==> config.mk <==
export PLATFORM = sky130hd
export DESIGN_NAME = pq_fpga_tg
export DESIGN_NICKNAME = d
export VERILOG_FILES = /design/src/rtl/pq_fpga_tg.sv
export SDC_FILE = /design/constraint.sdc
export NUM_CORES = 1
export LEC_CHECK = 0
export ABC_AREA = 1
export CORE_MARGIN = 10
export CORE_UTILIZATION = 55
export CTS_CLUSTER_SIZE = 30
export DETAILED_ROUTE_END_ITERATION = 10
export PLACE_DENSITY = 0.78
export SLEW_MARGIN = 25
export SYNTH_ARGS = -nofsm -noshare
export SYNTH_HDL_FRONTEND = slang
export SYNTH_SLANG_ARGS = --single-unit
==> constraint.sdc <==
create_clock -name clk_i -period 2.4 [get_ports clk_i]
set_input_delay 0.24 -clock clk_i [delete_from_list [all_inputs] [get_ports clk_i]]
set_output_delay 0.24 -clock clk_i [all_outputs]
set_load 0.01 [all_outputs]
==> src/rtl/pq_fpga_tg.sv <==
// pq_fpga_tg: reset stretcher, push/pop traffic generator and ordering/conservation checker for one pq.
// Optional request watchdog is built when PQ_TG_WATCHDOG_EN is defined.
package pq_pkg;
    parameter int unsigned DW          = 16;
    parameter int unsigned QUEUE_DEPTH = 8;
endpackage

module pq_fpga_tg #(
    parameter int unsigned       DEPTH    = pq_pkg::QUEUE_DEPTH,
    parameter int unsigned       DW       = pq_pkg::DW,
    parameter int unsigned       LFSR_W   = 16,
    parameter logic [LFSR_W-1:0] SEED     = LFSR_W'(16'hACE1),
    parameter int unsigned       RST_HOLD = 16,
    parameter int unsigned       POP_LAT  = 1
`ifdef PQ_TG_WATCHDOG_EN
    ,
    parameter int unsigned       TIMEOUT  = 1024
`endif
) (
    input  logic          clk_i,
    input  logic          rst_i,
    output logic          pq_rst_no,
    input  logic          start_i,
    input  logic          mode_i,
    input  logic [15:0]   num_ops_i,
    output logic          push_o,
    input  logic          push_rdy_i,
    output logic          pop_o,
    input  logic          pop_rdy_i,
    input  logic          full_i,
    input  logic          empty_i,
    output logic [DW-1:0] push_data_o,
    input  logic [DW-1:0] pop_data_i,
    output logic          busy_o,
    output logic          done_o,
    output logic          err_o,
    output logic [15:0]   err_cnt_o,
    output logic [15:0]   op_cnt_o
);

    typedef enum logic [2:0] {S_RST_HOLD, S_IDLE, S_FILL, S_MIX, S_DRAIN, S_DONE} state_e;

    localparam logic [LFSR_W-1:0] TAPS    = LFSR_W'(16'hB400);
    localparam logic [15:0]       DEPTH16 = 16'(DEPTH);

    state_e            state_q, state_d;
    logic [15:0]       hold_q, hold_d;
    logic [LFSR_W-1:0] lfsr_q, lfsr_d, lfsr_nxt;
    logic [15:0]       num_ops_q, num_ops_d, fill_tgt_q, fill_tgt_d;
    logic [15:0]       push_cnt_q, push_cnt_d, pop_cnt_q, pop_cnt_d;
    logic [15:0]       op_cnt_q, op_cnt_d, err_cnt_q, err_cnt_d, lat_q, lat_d;
    logic              push_q, push_d, pop_q, pop_d, wait_q, wait_d;
    logic              done_q, done_d, pq_rst_n_q, pq_rst_n_d, have_prev_q, have_prev_d;
    logic [DW-1:0]     prev_q, prev_d;
    logic              active, idle_slot, sample, err_inc, want_push;
`ifdef PQ_TG_WATCHDOG_EN
    localparam int unsigned WD_W = $clog2(TIMEOUT + 1);
    logic [WD_W-1:0]   wd_q, wd_d;
`endif

    assign lfsr_nxt = (lfsr_q >> 1) ^ (lfsr_q[0] ? TAPS : '0);

    always_ff @(posedge clk_i) begin
        if (rst_i) state_q <= S_RST_HOLD;
        else       state_q <= state_d;
    end

    always_ff @(posedge clk_i) begin
        if (rst_i) begin
            hold_q <= '0;  lfsr_q <= SEED;  num_ops_q <= '0;  fill_tgt_q <= '0;
            push_cnt_q <= '0;  pop_cnt_q <= '0;  op_cnt_q <= '0;  err_cnt_q <= '0;
            lat_q <= '0;  push_q <= 1'b0;  pop_q <= 1'b0;  wait_q <= 1'b0;
            done_q <= 1'b0;  pq_rst_n_q <= 1'b0;  have_prev_q <= 1'b0;  prev_q <= '0;
`ifdef PQ_TG_WATCHDOG_EN
            wd_q <= '0;
`endif
        end else begin
            hold_q <= hold_d;  lfsr_q <= lfsr_d;  num_ops_q <= num_ops_d;  fill_tgt_q <= fill_tgt_d;
            push_cnt_q <= push_cnt_d;  pop_cnt_q <= pop_cnt_d;  op_cnt_q <= op_cnt_d;  err_cnt_q <= err_cnt_d;
            lat_q <= lat_d;  push_q <= push_d;  pop_q <= pop_d;  wait_q <= wait_d;
            done_q <= done_d;  pq_rst_n_q <= pq_rst_n_d;  have_prev_q <= have_prev_d;  prev_q <= prev_d;
`ifdef PQ_TG_WATCHDOG_EN
            wd_q <= wd_d;
`endif
        end
    end

    always_comb begin
        state_d = state_q;  hold_d = hold_q;  lfsr_d = lfsr_q;  num_ops_d = num_ops_q;  fill_tgt_d = fill_tgt_q;
        push_cnt_d = push_cnt_q;  pop_cnt_d = pop_cnt_q;  op_cnt_d = op_cnt_q;  err_cnt_d = err_cnt_q;
        lat_d = lat_q;  push_d = push_q;  pop_d = pop_q;  wait_d = wait_q;  done_d = done_q;
        pq_rst_n_d = pq_rst_n_q;  have_prev_d = have_prev_q;  prev_d = prev_q;
        sample = 1'b0;  err_inc = 1'b0;  want_push = 1'b0;
`ifdef PQ_TG_WATCHDOG_EN
        wd_d = wd_q;
`endif
        active    = (state_q == S_FILL) || (state_q == S_MIX) || (state_q == S_DRAIN);
        idle_slot = active && !push_q && !pop_q && !wait_q;

        // New ops are only decided in an idle slot, so pq flags already reflect the previous op.
        if (active) begin
            if (wait_q) begin
                if (lat_q == '0) begin
                    wait_d = 1'b0;
                    sample = 1'b1;
                end else begin
                    lat_d = lat_q - 16'd1;
                end
            end
            if (push_q && push_rdy_i) begin
                push_d     = 1'b0;
                push_cnt_d = push_cnt_q + 16'd1;
                op_cnt_d   = op_cnt_q + 16'd1;
                lfsr_d     = lfsr_nxt;
            end
            if (pop_q && pop_rdy_i) begin
                pop_d     = 1'b0;
                pop_cnt_d = pop_cnt_q + 16'd1;
                op_cnt_d  = op_cnt_q + 16'd1;
                if (POP_LAT == 0) begin
                    sample = 1'b1;
                end else begin
                    wait_d = 1'b1;
                    lat_d  = 16'(POP_LAT - 1);
                end
            end
            if (sample && (state_q == S_DRAIN)) begin
                if (have_prev_q && (pop_data_i < prev_q)) err_inc = 1'b1;
                prev_d      = pop_data_i;
                have_prev_d = 1'b1;
            end
        end

        case (state_q)
            S_RST_HOLD: begin
                if (hold_q == 16'(RST_HOLD - 1)) begin
                    state_d    = S_IDLE;
                    pq_rst_n_d = 1'b1;
                end else begin
                    hold_d = hold_q + 16'd1;
                end
            end
            S_IDLE: begin
                if (start_i) begin
                    num_ops_d   = num_ops_i;
                    fill_tgt_d  = (num_ops_i < DEPTH16) ? num_ops_i : DEPTH16;
                    push_cnt_d  = '0;  pop_cnt_d = '0;  op_cnt_d = '0;  err_cnt_d = '0;
                    done_d      = 1'b0;
                    have_prev_d = 1'b0;
                    if (num_ops_i == '0) state_d = S_DRAIN;
                    else if (mode_i)     state_d = S_MIX;
                    else                 state_d = S_FILL;
                end
            end
            S_FILL: begin
                if (idle_slot) begin
                    if (push_cnt_q == fill_tgt_q) begin
                        state_d = S_DRAIN;
                    end else if (full_i) begin
                        err_inc = 1'b1;
                        state_d = S_DRAIN;
                    end else begin
                        push_d = 1'b1;
                    end
                end
            end
            S_MIX: begin
                if (idle_slot) begin
                    if (op_cnt_q == num_ops_q) begin
                        state_d = S_DRAIN;
                    end else begin
                        want_push = lfsr_q[0];
                        if (want_push && full_i)        want_push = 1'b0;
                        else if (!want_push && empty_i) want_push = 1'b1;
                        push_d = want_push;
                        pop_d  = !want_push;
                    end
                end
            end
            S_DRAIN: begin
                if (idle_slot) begin
                    if (empty_i) begin
                        if (push_cnt_q != pop_cnt_q) err_inc = 1'b1;
                        state_d = S_DONE;
                        done_d  = 1'b1;
                    end else begin
                        pop_d = 1'b1;
                    end
                end
            end
            S_DONE:  if (!start_i) state_d = S_IDLE;
            default: state_d = S_RST_HOLD;
        endcase

`ifdef PQ_TG_WATCHDOG_EN
        if (active && ((push_q && !push_rdy_i) || (pop_q && !pop_rdy_i))) begin
            if (wd_q == WD_W'(TIMEOUT - 1)) begin
                push_d  = 1'b0;
                pop_d   = 1'b0;
                wd_d    = '0;
                err_inc = 1'b1;
                state_d = S_DONE;
                done_d  = 1'b1;
            end else begin
                wd_d = wd_q + WD_W'(1);
            end
        end else begin
            wd_d = '0;
        end
`endif

        if (err_inc && (err_cnt_q != '1)) err_cnt_d = err_cnt_q + 16'd1;
    end

    always_comb begin
        pq_rst_no   = pq_rst_n_q;
        push_o      = push_q;
        pop_o       = pop_q;
        push_data_o = push_q ? DW'(lfsr_q) : '0;
        busy_o      = (state_q == S_FILL) || (state_q == S_MIX) || (state_q == S_DRAIN);
        done_o      = done_q;
        err_o       = (err_cnt_q != '0);
        err_cnt_o   = err_cnt_q;
        op_cnt_o    = op_cnt_q;
    end

endmodule

==> images/m1.png <==
Bar = 50 um.
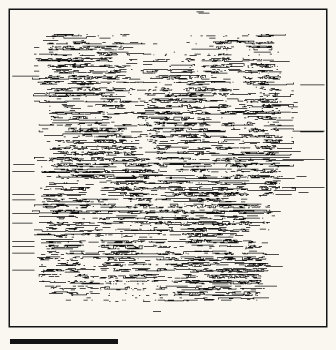
The layer carries 10100 um of wire. The wires run mostly horizontal. The layer holds 47% of the routed length. 1360 nets have wire on it. The longest straight run is 37.7 um.
final WL: 21.78 mm
GR Layer Usage met1: 25.14%
total number of vias: 8488

==> images/m2.png <==
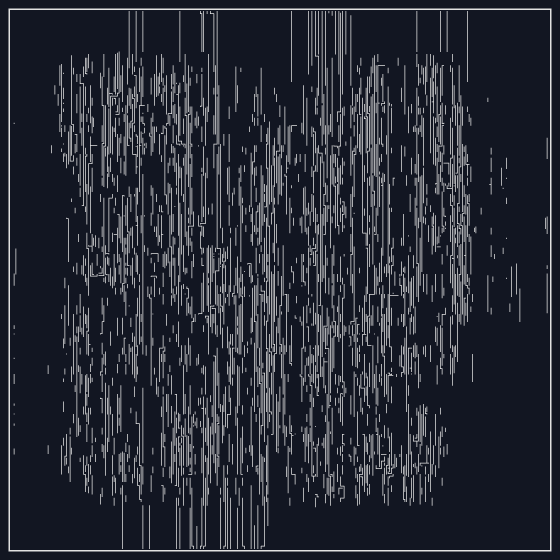
1172 nets have wire on it. The layer holds 47% of the routed length.

==> job_summary.md <==
### Metrics collected by this job

| Metric | Value |
|---|---|
| Status | finished clean |
| Synthesized registers | 169 |
| CTS Hold Bufs | 0 |
| Gr ovfl total | 0 |
| DRT antenna net count | 0 |
| Hold slack | 0.1103 ns |
| Net Switching | 1220 uW |
| Worst-path fanout max | 6 |
| Post-route clock skew | 0.01019 ns |
| Share of cells above drive strength 1 | 6.970% |
| Die Wd | 146.9 um |
| Ant diodes | 0 |
| Combinational group share of total power | 3.4% |
| Setup TNS | 0 ns |
| Adder Area Share | 3.251% |
| CTS Buf Count | 17 |
| PwrDens | 551.6 mW/mm2 |
| Internal Power | 4657 uW |
| Die ar. | 0.02157 mm2 |
| Synthesized area per cell | 6.808 um2 |
| Switching Share | 20.76% |
| Post-DP HPWL | 16.13 mm |
| Antenna violations before repair | 0 |
| Routed WL per cell | 13.43 um |
| Tool warning count | 28 |
| Final Max Slew Viols | 0 |
| CTS tree | built |
| Growth of design area from synthesis to finish | 20.37% |
| Vias in the first global route | 8123 |
| Unrepaired setup endpoints after global routing | false |
| Distinct lib cells | 41 |
| Clock sinks | 169 |
| Post-synthesis cell count | 1300 |
| Largest area contributor in the synthesized netlist | dfxtp_1 |
| CP arrival | 2.03 ns |
| First-pass GRT wire length | 37.12 mm |
==> images/m3.png <==
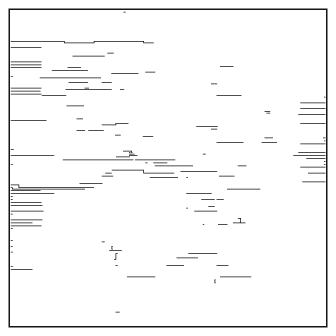
The longest straight run is 34.7 um. The layer carries 1090 um of wire. 96 nets have wire on it. The wires run mostly horizontal. The layer holds 5.0% of the routed length.
GR Util met3: 4.576%

==> images/congestion_map.png <==
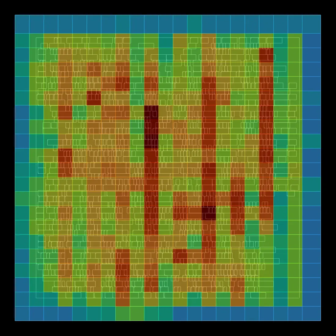
met2 Usage GRT: 33.92%
fin util: 67.31%

-- worst max-delay path: stages, from the launching register on --
cell,delay [ns]
dfxtp_1,0.40
inv_2,0.09
nor2_2,0.09
inv_2,0.04
nand2_2,0.14
buf_4,0.18
buf_4,0.12
clkdlybuf4s50_1,0.53
-- final cells by class --
| cell class | count | area, um2 | area share (%) |
|---|---|---|---|
| Multi-Input combinational cell | 908 | 4598 | 43.16 |
| Timing Repair Buffer | 114 | 1096 | 10.29 |
| Inverter | 185 | 694.4 | 6.518 |
| Tap cell | 216 | 270.3 | 2.537 |
| Sequential cell | 169 | 3383 | 31.76 |
| Clock buffer | 22 | 494.2 | 4.639 |
| Clock inverter | 8 | 117.6 | 1.104 |
-- per-layer routing --
metal  GRT usage (%)  part of all wire (%)
met1           25.14                    47
met2           33.92                    47
met3           4.576                   5.0
met4           6.857                   1.7
met5               0                     0
-- cells in the final DEF, fill, tap and decap left out, types with 43 or more instances in the layout --
| cell | n |
|---|---|
| a21oi_1 | 87 |
| clkdlybuf4s50_1 | 92 |
| dfxtp_1 | 169 |
| inv_1 | 170 |
| nand2_1 | 317 |
| nand3_1 | 79 |
| nor2_1 | 140 |
| nor3_1 | 43 |
| o21ai_0 | 44 |
-- power by group through the flow --
| stage | Sequential (uW) | Clock (uW) | Combinational (uW) |
|---|---|---|---|
| after detailed placement | 2880 | 0 | 198 |
| after global placement | 2880 | 0 | 196 |
| final | 2810 | 2860 | 200 |
| after CTS | 2810 | 2880 | 199 |
| after global routing | 2810 | 3000 | 219 |
| after floorplan | 2870 | 0 | 88.4 |
-- through the flow --
step | setup WS, ns | cells
after floorplan | 0.5024 | 1300
after CTS | 0.1258 | 1622
after detailed placement | 0.1366 | 1592
final | 0.1314 | 1622
after global routing | 0.01985 | 1622
after global placement | 0.1692 | 1592
-- cells by family after synthesis --
| logic type | Yosys count |
|---|---|
| compound gates | 190 |
| fa+ha+maj | 23 |
| xor+xnor | 35 |
| simple gates | 660 |
| buf+inv | 223 |
| flops | 169 |
-- final timing paths --
path | start | to | slack, ns | cells past startpoint
worst min register to register | done_o | done_o | 0.45 | 2
worst min-delay path | rst_i | prev_q[0] | 0.11 | 2
worst max register to register | err_cnt_o[1] | err_cnt_o[3] | 0.25 | 11
worst max-delay path | state_q[1] | busy_o | 0.13 | 7
No activity file was given, so power comes from the tool's default toggle rates.
